--- src/rtl/flash_read_arbiter_if.sv ---
// Bus bundle for flash_read_arbiter: both requester ports (cpu, dma), the
// hold input, the flash_controller mem_* read port and the status outputs.
//   slave  : arbiter side (takes requests and flash returns, drives results)
//   master : environment side (requesters plus flash_controller)
// Signal summary:
//   cpu_addr/cpu_RD_ready -> request in;  cpu_RD_valid/cpu_data_out <- result
//   dma_addr/dma_RD_ready -> request in;  dma_RD_valid/dma_data_out <- result
//   hold                  -> blocks new grants
//   flash_mem_addr/flash_mem_RD_ready     <- read issued to flash_controller
//   flash_mem_RD_valid/flash_mem_data_in  -> read data returned
//   grant_dma/timeout_err                 <- owner of last grant, sticky error
interface flash_read_arbiter_if #(
  parameter int ADDR_BITS = 24,
  parameter int DATA_BITS = 32
);
  logic [ADDR_BITS-1:0] cpu_addr;
  logic                 cpu_RD_ready;
  logic                 cpu_RD_valid;
  logic [DATA_BITS-1:0] cpu_data_out;
  logic [ADDR_BITS-1:0] dma_addr;
  logic                 dma_RD_ready;
  logic                 dma_RD_valid;
  logic [DATA_BITS-1:0] dma_data_out;
  logic                 hold;
  logic [ADDR_BITS-1:0] flash_mem_addr;
  logic                 flash_mem_RD_ready;
  logic                 flash_mem_RD_valid;
  logic [DATA_BITS-1:0] flash_mem_data_in;
  logic                 grant_dma;
  logic                 timeout_err;

  modport slave (
    input  cpu_addr, cpu_RD_ready, dma_addr, dma_RD_ready, hold,
           flash_mem_RD_valid, flash_mem_data_in,
    output cpu_RD_valid, cpu_data_out, dma_RD_valid, dma_data_out,
           flash_mem_addr, flash_mem_RD_ready, grant_dma, timeout_err
  );

  modport master (
    output cpu_addr, cpu_RD_ready, dma_addr, dma_RD_ready, hold,
           flash_mem_RD_valid, flash_mem_data_in,
    input  cpu_RD_valid, cpu_data_out, dma_RD_valid, dma_data_out,
           flash_mem_addr, flash_mem_RD_ready, grant_dma, timeout_err
  );
endinterface

--- src/rtl/flash_read_arbiter.sv ---
// flash_read_arbiter: shares flash_controller's single read port between the
// cpu fetch port and the dma/sprite fetch port. One read is outstanding at a
// time; the address is captured at grant, the returned word is routed to the
// granted port with a one-cycle valid pulse, and a hung controller is cut off
// after TIMEOUT_CYCLES with all-ones data and a sticky timeout_err.
// Ports:
//   CLK   : system clock
//   RSTb  : synchronous active-low reset
//   bus   : flash_read_arbiter_if.slave (requesters, hold, flash mem_* port,
//           grant_dma, timeout_err)
module flash_read_arbiter #(
  parameter int ADDR_BITS      = 24,
  parameter int DATA_BITS      = 32,
  parameter int CPU_PRIORITY   = 0,
  parameter int TIMEOUT_CYCLES = 4096
) (
  input  logic                  CLK,
  input  logic                  RSTb,
  flash_read_arbiter_if.slave   bus
);

  localparam int CNT_W = ($clog2(TIMEOUT_CYCLES) > 12) ? $clog2(TIMEOUT_CYCLES) : 12;
  localparam logic [CNT_W-1:0] CNT_LIMIT = CNT_W'(TIMEOUT_CYCLES - 1);

  typedef enum logic {IDLE, ISSUE} state_t;

  state_t               r_state,       w_state_nxt;
  logic [CNT_W-1:0]     r_cnt,         w_cnt_nxt;
  logic                 r_last_dma,    w_last_dma_nxt;
  logic [ADDR_BITS-1:0] r_flash_addr,  w_flash_addr_nxt;
  logic                 r_flash_rdy,   w_flash_rdy_nxt;
  logic                 r_grant_dma,   w_grant_dma_nxt;
  logic                 r_timeout_err, w_timeout_err_nxt;
  logic                 r_cpu_vld,     w_cpu_vld_nxt;
  logic [DATA_BITS-1:0] r_cpu_data,    w_cpu_data_nxt;
  logic                 r_dma_vld,     w_dma_vld_nxt;
  logic [DATA_BITS-1:0] r_dma_data,    w_dma_data_nxt;

  logic                 w_win_dma;
  logic                 w_done;
  logic [DATA_BITS-1:0] w_ret_data;

  // dma wins when it is the only requester, or on contention when round-robin
  // is selected and the previous grant went to the cpu.
  assign w_win_dma = bus.dma_RD_ready &&
                     (!bus.cpu_RD_ready || ((CPU_PRIORITY == 0) && !r_last_dma));

  // A real return beats the timeout when both land on the same cycle.
  assign w_done     = bus.flash_mem_RD_valid || (r_cnt == CNT_LIMIT);
  assign w_ret_data = bus.flash_mem_RD_valid ? bus.flash_mem_data_in : '1;

  always_comb begin
    w_state_nxt       = r_state;
    w_cnt_nxt         = r_cnt;
    w_last_dma_nxt    = r_last_dma;
    w_flash_addr_nxt  = r_flash_addr;
    w_flash_rdy_nxt   = r_flash_rdy;
    w_grant_dma_nxt   = r_grant_dma;
    w_timeout_err_nxt = r_timeout_err;
    w_cpu_vld_nxt     = 1'b0;
    w_cpu_data_nxt    = r_cpu_data;
    w_dma_vld_nxt     = 1'b0;
    w_dma_data_nxt    = r_dma_data;

    case (r_state)
      IDLE: begin
        if (!bus.hold && (bus.cpu_RD_ready || bus.dma_RD_ready)) begin
          w_state_nxt      = ISSUE;
          w_flash_addr_nxt = w_win_dma ? bus.dma_addr : bus.cpu_addr;
          w_flash_rdy_nxt  = 1'b1;
          w_grant_dma_nxt  = w_win_dma;
          w_last_dma_nxt   = w_win_dma;
          w_cnt_nxt        = '0;
        end
      end
      ISSUE: begin
        if (w_done) begin
          w_state_nxt     = IDLE;
          w_flash_rdy_nxt = 1'b0;
          if (!bus.flash_mem_RD_valid) w_timeout_err_nxt = 1'b1;
          if (r_grant_dma) begin
            w_dma_data_nxt = w_ret_data;
            w_dma_vld_nxt  = 1'b1;
          end else begin
            w_cpu_data_nxt = w_ret_data;
            w_cpu_vld_nxt  = 1'b1;
          end
        end else begin
          w_cnt_nxt = r_cnt + CNT_W'(1);
        end
      end
      default: w_state_nxt = IDLE;
    endcase
  end

  // State and output registers; the pointer resets to "dma last" so the cpu
  // takes the first contention.
  always_ff @(posedge CLK) begin
    if (!RSTb) begin
      r_state       <= IDLE;
      r_cnt         <= '0;
      r_last_dma    <= 1'b1;
      r_flash_addr  <= '0;
      r_flash_rdy   <= 1'b0;
      r_grant_dma   <= 1'b0;
      r_timeout_err <= 1'b0;
      r_cpu_vld     <= 1'b0;
      r_cpu_data    <= '0;
      r_dma_vld     <= 1'b0;
      r_dma_data    <= '0;
    end else begin
      r_state       <= w_state_nxt;
      r_cnt         <= w_cnt_nxt;
      r_last_dma    <= w_last_dma_nxt;
      r_flash_addr  <= w_flash_addr_nxt;
      r_flash_rdy   <= w_flash_rdy_nxt;
      r_grant_dma   <= w_grant_dma_nxt;
      r_timeout_err <= w_timeout_err_nxt;
      r_cpu_vld     <= w_cpu_vld_nxt;
      r_cpu_data    <= w_cpu_data_nxt;
      r_dma_vld     <= w_dma_vld_nxt;
      r_dma_data    <= w_dma_data_nxt;
    end
  end

  assign bus.flash_mem_addr     = r_flash_addr;
  assign bus.flash_mem_RD_ready = r_flash_rdy;
  assign bus.grant_dma          = r_grant_dma;
  assign bus.timeout_err        = r_timeout_err;
  assign bus.cpu_RD_valid       = r_cpu_vld;
  assign bus.cpu_data_out       = r_cpu_data;
  assign bus.dma_RD_valid       = r_dma_vld;
  assign bus.dma_data_out       = r_dma_data;

endmodule
--- src/flat_wrapper.sv ---
// flat-port wrapper written by rule: the top's interface ports become plain ports
module flash_read_arbiter_flat 
#(
  parameter int ADDR_BITS      = 24,
  parameter int DATA_BITS      = 32,
  parameter int CPU_PRIORITY   = 0,
  parameter int TIMEOUT_CYCLES = 4096
)
  (CLK, RSTb, bus_cpu_addr, bus_cpu_RD_ready, bus_dma_addr, bus_dma_RD_ready, bus_hold, bus_flash_mem_RD_valid, bus_flash_mem_data_in, bus_cpu_RD_valid, bus_cpu_data_out, bus_dma_RD_valid, bus_dma_data_out, bus_flash_mem_addr, bus_flash_mem_RD_ready, bus_grant_dma, bus_timeout_err);
  flash_read_arbiter_if #(.ADDR_BITS(ADDR_BITS), .DATA_BITS(DATA_BITS)) bus_i ();
  input  logic CLK;
  input  logic RSTb;
  input wire logic [$bits(bus_i.cpu_addr)-1:0] bus_cpu_addr;
  input wire logic [$bits(bus_i.cpu_RD_ready)-1:0] bus_cpu_RD_ready;
  input wire logic [$bits(bus_i.dma_addr)-1:0] bus_dma_addr;
  input wire logic [$bits(bus_i.dma_RD_ready)-1:0] bus_dma_RD_ready;
  input wire logic [$bits(bus_i.hold)-1:0] bus_hold;
  input wire logic [$bits(bus_i.flash_mem_RD_valid)-1:0] bus_flash_mem_RD_valid;
  input wire logic [$bits(bus_i.flash_mem_data_in)-1:0] bus_flash_mem_data_in;
  output wire logic [$bits(bus_i.cpu_RD_valid)-1:0] bus_cpu_RD_valid;
  output wire logic [$bits(bus_i.cpu_data_out)-1:0] bus_cpu_data_out;
  output wire logic [$bits(bus_i.dma_RD_valid)-1:0] bus_dma_RD_valid;
  output wire logic [$bits(bus_i.dma_data_out)-1:0] bus_dma_data_out;
  output wire logic [$bits(bus_i.flash_mem_addr)-1:0] bus_flash_mem_addr;
  output wire logic [$bits(bus_i.flash_mem_RD_ready)-1:0] bus_flash_mem_RD_ready;
  output wire logic [$bits(bus_i.grant_dma)-1:0] bus_grant_dma;
  output wire logic [$bits(bus_i.timeout_err)-1:0] bus_timeout_err;
  assign bus_i.cpu_addr = bus_cpu_addr;
  assign bus_i.cpu_RD_ready = bus_cpu_RD_ready;
  assign bus_i.dma_addr = bus_dma_addr;
  assign bus_i.dma_RD_ready = bus_dma_RD_ready;
  assign bus_i.hold = bus_hold;
  assign bus_i.flash_mem_RD_valid = bus_flash_mem_RD_valid;
  assign bus_i.flash_mem_data_in = bus_flash_mem_data_in;
  assign bus_cpu_RD_valid = bus_i.cpu_RD_valid;
  assign bus_cpu_data_out = bus_i.cpu_data_out;
  assign bus_dma_RD_valid = bus_i.dma_RD_valid;
  assign bus_dma_data_out = bus_i.dma_data_out;
  assign bus_flash_mem_addr = bus_i.flash_mem_addr;
  assign bus_flash_mem_RD_ready = bus_i.flash_mem_RD_ready;
  assign bus_grant_dma = bus_i.grant_dma;
  assign bus_timeout_err = bus_i.timeout_err;
  flash_read_arbiter #(.ADDR_BITS(ADDR_BITS), .DATA_BITS(DATA_BITS), .CPU_PRIORITY(CPU_PRIORITY), .TIMEOUT_CYCLES(TIMEOUT_CYCLES)) u_core (.CLK(CLK), .RSTb(RSTb), .bus(bus_i));
endmodule
--- config.mk ---
export PLATFORM = sky130hd
export DESIGN_NAME = flash_read_arbiter_flat
export DESIGN_NICKNAME = d
export VERILOG_FILES = /design/src/rtl/flash_read_arbiter_if.sv /design/src/rtl/flash_read_arbiter.sv /design/src/flat_wrapper.sv
export SDC_FILE = /design/constraint.sdc
export NUM_CORES = 1
export LEC_CHECK = 0
export ABC_CLOCK_PERIOD_IN_PS = 2100
export CORE_AREA = 3 3 127 129
export CTS_BUF_LIST = sky130_fd_sc_hd__clkbuf_4 sky130_fd_sc_hd__clkbuf_8
export DETAILED_ROUTE_END_ITERATION = 6
export DIE_AREA = 0 0 130 132
export GPL_ROUTABILITY_DRIVEN = 0
export GPL_TIMING_DRIVEN = 0
export PLACE_DENSITY = 0.63
export SETUP_SLACK_MARGIN = 0.1
export SLEW_MARGIN = 20
export SYNTH_ARGS = -nofsm -noshare
export SYNTH_HDL_FRONTEND = slang
export SYNTH_SLANG_ARGS = --single-unit
--- constraint.sdc ---
create_clock -name CLK -period 2.1 [get_ports CLK]
set_clock_uncertainty 0.15 [all_clocks]
set_input_delay 0.315 -clock CLK [delete_from_list [all_inputs] [get_ports CLK]]
set_output_delay 0.315 -clock CLK [all_outputs]
set_load 0.005 [all_outputs]
==> images/placement_by_type.png <==
The bar under the picture is 50 um long.
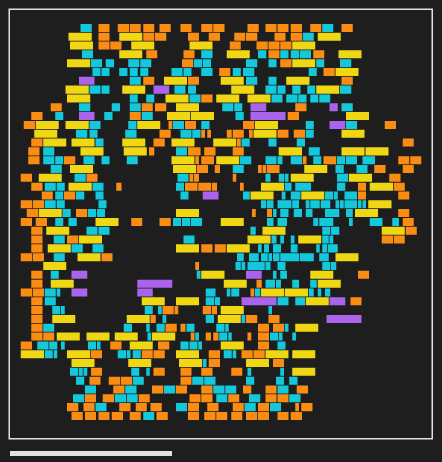
| class | colour | cells |
|---|---|---|
| remaining buffers and delay cells | orange | 219 |
| combinational and other logic | cyan | 285 |
| clock drivers and dummy loads | purple | 16 |
| sequential cells | yellow | 107 |
Final Cell Area: 6850 um2
Std-Cell Core Area: 15,100 um2

==> images/logic_types.png <==
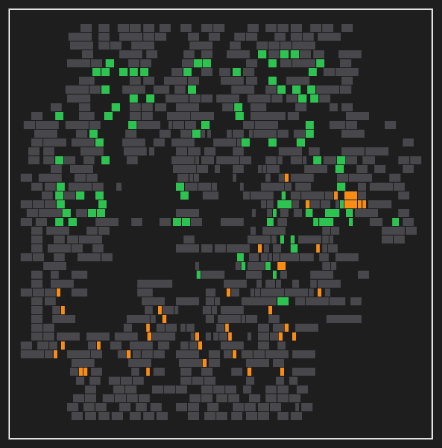
| family | colour | cells | most used |
|---|---|---|---|
| nand cells | green | 83 | nand3b_1 |
| nor cells | orange | 37 | nor2_1 |
proportion of cell area occupied by multi-input gates: 0.317
post-layout instance count excluding filler cells: 815

==> summary.txt <==
The synthesis and place-and-route flow finished, so here is a summary.

The run finished with clean final reports. The final antenna-violating net count is 0. Pins over their slew limit in the final report were tallied at 0. The setup violation total in the final timing report came out at 0. The number of inverters outside the clock class in the layout is 4. The average size of a mapped cell came out at 10.5 um2.

Switching power as a fraction of the total was reported as 0.227. The slowest stage of the critical path is the clkdlybuf4s50_1 cell. The worst hold margin is 342 ps. The combinational share of power is 0.157. The combined area of the multi-input logic cells came out at 2170 um2. The top cell types in the final layout, fill and taps aside, are 177 x clkdlybuf4s50_1, 107 x dfxtp_1, 62 x nand3b_1, 62 x o211a_1, 34 x nor2_1. The post-synthesis instance area came out at 4530 um2. The die width is 130 um. The most critical setup path has its startpoint at bus_flash_mem_RD_valid.

The clock transition at the registers of the reported paths came out at 90 ps. The worst setup path is launched from a primary input. The power dissipated in combinational cells is 717 uW. The library cell occupying the most area in the post-synthesis netlist is dfxtp_1. The worst vdd rail ir drop came out at 409 uV. Counting instances in the post-synthesis netlist gives the leading cell types as 107 x dfxtp_1, 62 x nand3b_1, 62 x o211a_1.

The CTS tree is done. The area of placed instances is 6540 um2. The worst endpoint data arrival time is 2050 ps.

The share of the synthesized netlist area taken by xor and xnor gates is 0.00773. At the floorplan stage, the core utilization is reported as 0.299. The final layout contains a sequential cell count of 107. The clock group share of total power came out at 0.367. The share of flip-flops with an asynchronous set or reset after synthesis came out at 0. The share of total power in sequential cells is 0.476. The top contributor to total power is sequential cells. The tree is rooted in a clkbuf_8. Per the CTS log, the buffer count on the longest clock path is 2. The depth of the worst register-to-register path came out at 6.

The synthesis report lists the most area-consuming cells as dfxtp_1 47%, o211a_1 14%, nand3b_1 10%. In the final timing run, aggregate negative setup slack is 0 ps. The library cell used most frequently in the layout, excluding fill and tap cells, is clkdlybuf4s50_1.

The cell depth of the worst hold path is 2. In the routed design, unresolved DRC markers number 0. The iteration tally of the first detailed-router pass came out at 4. Post-route period utilization is reported as 0.913.
## state kept, by name, indices dropped and copies added (netlist names), 12 cells and up
register / flops
u_core.bus.dma_data_out: 32
u_core.r_cnt: 12
u_core.bus.cpu_data_out: 32
u_core.bus.flash_mem_addr: 24
## stage by stage
stage	setup slack (ps)	cells
5_1_grt	110	815
6_report	183	815
4_1_cts	105	813
2_1_floorplan	395	432
3_5_place_dp	-322	797
3_3_place_gp	-257	797
## per-layer routing
layer  global-route usage  routed length, um
met3               0.0511                799
met2                0.280               7360
met1                0.210               6130
met4               0.0514                295
met5                    0                  0
## worst max-delay path, delay by kind of cell
family | cells | cell delay (ps)
buffers and inverters | 3 | 1230
AOI/OAI and AO/OA | 1 | 160
and+or+nand+nor | 2 | 330
Power is estimated from default activity; no workload was simulated.
